### Routing congestion

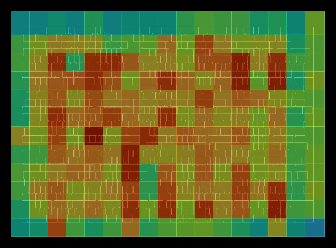
### Clock wires, drivers and flops

Scale: 4 px per micron.
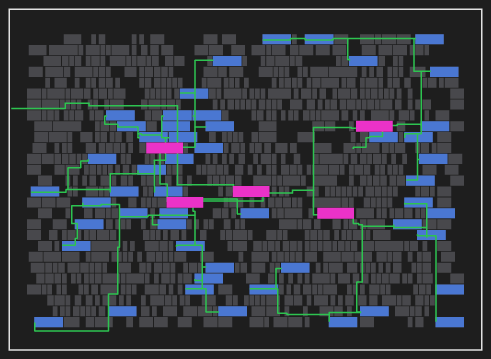
### Logic cells by family

Scale: 3 px per micron.
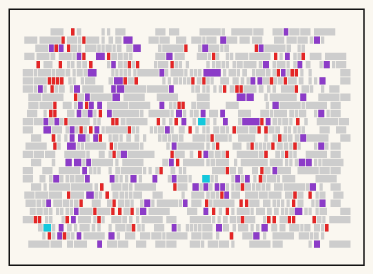
### Nets reached from selected ports

Scale: 4 px per micron.
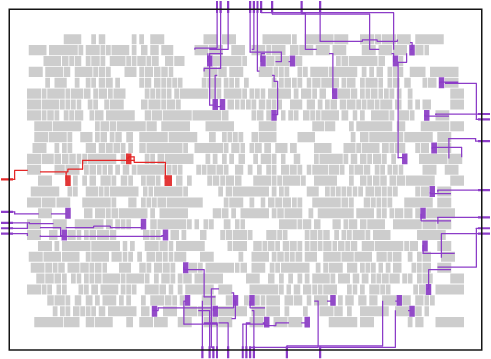
### Signal metal coverage by tile

Scale: 3 px per micron. The die is cut into 24 by 17 equal tiles; white is low, dark blue is high, scaled to the fullest tile. Values are wire area over tile area, all layers added.
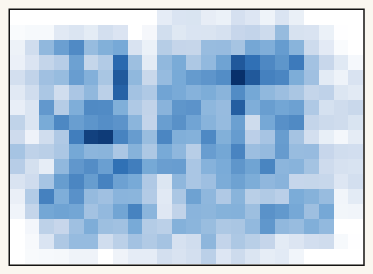
`config.mk`:
```
export PLATFORM = sky130hd
export DESIGN_NAME = restock_ctrl
export DESIGN_NICKNAME = d
export VERILOG_FILES = /design/src/rtl/restock_ctrl.sv
export SDC_FILE = /design/constraint.sdc
export NUM_CORES = 1
export LEC_CHECK = 0
export ABC_AREA = 1
export CORE_ASPECT_RATIO = 0.7
export CORE_MARGIN = 4
export CORE_UTILIZATION = 57
export DETAILED_ROUTE_END_ITERATION = 10
export GPL_TIMING_DRIVEN = 0
export PLACE_DENSITY = 0.87
export SYNTH_ARGS = -nofsm -noshare
export SYNTH_HDL_FRONTEND = slang
export SYNTH_SLANG_ARGS = --single-unit
export TNS_END_PERCENT = 5
```
`constraint.sdc`:
```
create_clock -name clkout1 -period 6.57 [get_ports clkout1]
set_input_delay 1.314 -clock clkout1 [delete_from_list [all_inputs] [get_ports clkout1]]
set_output_delay 1.314 -clock clkout1 [all_outputs]
set_load 0.02 [all_outputs]
```
`src/rtl/restock_ctrl.sv`:
```
// rtl/restock_ctrl.sv - N-aisle restock controller: mode FSM, keypad amount entry, saturating commit
module restock_ctrl #(
  parameter int N_AISLE     = 4,
  parameter int CNT_W       = 8,
  parameter int MAX_QTY     = 99,
  parameter int CONFIRM_KEY = 14,
  parameter int CLEAR_KEY   = 15
) (
  input  logic                       clkout1,
  input  logic                       rst,
  input  logic                       mode_sold,
  input  logic                       mode_rst,
  input  logic                       mode_total,
  input  logic [N_AISLE-1:0]         aisle_sel,
  input  logic                       key_valid,
  input  logic [3:0]                 key_value,
  input  logic [N_AISLE*CNT_W-1:0]   in_num,
  output logic [N_AISLE*CNT_W-1:0]   num_out,
  output logic [6:0]                 pend,
  output logic [2:0]                 mode,
  output logic                       commit,
  output logic [N_AISLE-1:0]         sat,
  output logic                       sel_err
);

  typedef enum logic [2:0] {S_IDLE, S_SOLD, S_LOAD, S_EDIT, S_TOTAL} state_t;

  localparam logic [3:0]   CONF_K = 4'(CONFIRM_KEY);
  localparam logic [3:0]   CLR_K  = 4'(CLEAR_KEY);
  localparam logic [CNT_W:0] MAX_W = (CNT_W+1)'(MAX_QTY);

  state_t                     state, state_nxt;
  logic [N_AISLE*CNT_W-1:0]   num_nxt;
  logic [6:0]                 pend_nxt;
  logic [N_AISLE-1:0]         sat_nxt;
  logic [2:0]                 mode_nxt;
  logic                       commit_nxt, sel_err_nxt, changed;
  logic [CNT_W:0]             sum;
  logic [CNT_W-1:0]           cur, upd;

  always_ff @(posedge clkout1) begin
    if (!rst) begin
      state   <= S_IDLE;
      num_out <= '0;
      pend    <= '0;
      mode    <= '0;
      commit  <= 1'b0;
      sat     <= '0;
      sel_err <= 1'b0;
    end else begin
      state   <= state_nxt;
      num_out <= num_nxt;
      pend    <= pend_nxt;
      mode    <= mode_nxt;
      commit  <= commit_nxt;
      sat     <= sat_nxt;
      sel_err <= sel_err_nxt;
    end
  end

  always_comb begin
    state_nxt   = state;
    num_nxt     = num_out;
    pend_nxt    = pend;
    sat_nxt     = sat;
    mode_nxt    = 3'b000;
    commit_nxt  = 1'b0;
    sel_err_nxt = 1'b0;
    changed     = 1'b0;
    sum         = '0;
    cur         = '0;
    upd         = '0;

    case (state)
      S_LOAD: state_nxt = S_EDIT;
      S_EDIT: begin
        if (mode_sold)       state_nxt = S_SOLD;
        else if (mode_rst)   state_nxt = S_EDIT;
        else if (mode_total) state_nxt = S_TOTAL;
        else                 state_nxt = S_IDLE;
      end
      default: begin
        if (mode_sold)       state_nxt = S_SOLD;
        else if (mode_rst)   state_nxt = S_LOAD;
        else if (mode_total) state_nxt = S_TOTAL;
        else                 state_nxt = S_IDLE;
      end
    endcase

    case (state)
      S_SOLD:         mode_nxt = 3'b001;
      S_LOAD, S_EDIT: mode_nxt = 3'b010;
      S_TOTAL:        mode_nxt = 3'b100;
      default:        mode_nxt = 3'b000;
    endcase

    if (state == S_LOAD) begin
      num_nxt  = in_num;
      pend_nxt = '0;
      sat_nxt  = '0;
    end else if (state == S_EDIT) begin
      if (key_valid) begin
        if (key_value == CONF_K) begin
          if (aisle_sel == '0) begin
            sel_err_nxt = 1'b1;
          end else begin
            for (int i = 0; i < N_AISLE; i++) begin
              if (aisle_sel[i]) begin
                cur = num_out[i*CNT_W +: CNT_W];
                sum = {1'b0, cur} + (CNT_W+1)'(pend);
                if (sum > MAX_W) begin
                  upd        = MAX_W[CNT_W-1:0];
                  sat_nxt[i] = 1'b1;
                end else begin
                  upd = sum[CNT_W-1:0];
                end
                if (upd != cur) changed = 1'b1;
                num_nxt[i*CNT_W +: CNT_W] = upd;
              end
            end
            pend_nxt   = '0;
            commit_nxt = changed;
          end
        end else if (key_value == CLR_K) begin
          pend_nxt = '0;
        end else if (key_value <= 4'd9) begin
          // two-digit window: the old tens digit falls off
          pend_nxt = (pend % 7'd10) * 7'd10 + {3'b000, key_value};
        end
      end
      if (state_nxt != S_EDIT) pend_nxt = '0;
    end
  end

endmodule

```
==> reports/qor.yml <==
detailed_routing:
  route.met3.wl_microns: 1180
  met2WireLength_microns: 6550
  drcViolationCount: 0
  met1Wirelength_microns: 6870
layout:
  largest_reg_flops: 32
  top_regs: "num_out: 32 flops, pend: 7 flops, sat: 4 flops"
  mostFrequentLayoutCells: "nand2_1, inv_1, clkdlybuf4s50_1"
  nMultiInputCombCells: 595
  inverters_excl_clock: 114
  final-comb-area_sq_um: 3290
  buffers: 105
final_timing:
  finalSetupTns_ps: 0
  fin_crit_ps: 4590
  period_used_pct: 69.9
  max_freq_mhz: 218
  slew_violations: 0
pwr:
  power_uw: 883
  powerSeq_uw: 339
  power_leakage_uw: 0.00284
  net-switching-power_uw: 308
  powerComb_uw: 270
  max-vdd-ir-drop_v: 0.000117
  switching_share_pct: 34.8
critical_path:
  startpoint_type: "register"
  end_kind: "register"
  reg2reg_slack_ps: 1980
  critical_path_required_ps: 6800
  crit_top_cell: "nand2_1"
  path_max_fanout: 8
synth:
  synthFlopType: "dfxtp_1"
  seq_area_frac_synth_pct: 21.2
  ys_sh_mux_pct: 0
  synth.cellmix.adderShare_pct: 12.1
  avgSynthCellArea_sq_um: 6.23
  synthTopLogicFamily: "simple AND/OR/NAND/NOR gates"
  netlist_area_sq_um: 4810
  ys_types: 41
die:
  std_cell_rows: 27
  die_y_microns: 84.8
cts:
  post_cts_resize_count: 0
  cts_max_path_buffers: 2
  cts_tree: "done"
  cts-htree-levels: 2
placement:
  dpl-instance-area_sq_um: 5860
  dp_slack_ps: 2070
worst_hold_path:
  min_path_cells: 1
  hold_path_class: "reg -> reg"
run_status:
  status: "completed"
job:
  warnings: 27
About 'Routing congestion':
Top Usage Layer GRT: met2
gr usage total: 29.1%

About 'Clock wires, drivers and flops':
- clock wires: green (length 715 microns)
- clock drivers: magenta (count 5)
- flip-flops: blue (count 51)
- flops lie: all over the die
clock skew: 8.82 ps
power in the clock group: 274 uW

About 'Logic cells by family':
- inverting AOI/OAI gates: purple (cells 108; where all over the die)
- inverters: red (cells 114; where all over the die)
- AND-OR and OR-AND gates: cyan (cells 3)
combinational share of cell area: 54.7%
Top cell excl fill/tap: nand2_1
Non-Filler Instances: 974

About 'Nets reached from selected ports':
- `in_num`: purple (direction input; edge 11 bottom, 10 top, 7 right, 4 left; end cells 32; buffers 32; wire 812 microns)
- `rst`: red (direction input; edge left; end cells 3; buffers 1; wire 49.9 microns)
IO Pins: 94
input/output buffers: 93

About 'Signal metal coverage by tile':
- mean over tiles: 0.24
- tiles over half the peak: 23%
- nearly empty tiles: 7.1%
- densest ninth of the die: middle
- fullest tile: 0.72
drt wl/cell: 15.2 microns
total number of vias: 5591
Post-Route WL: 14800 microns

Power and IR drop assume default switching activity.
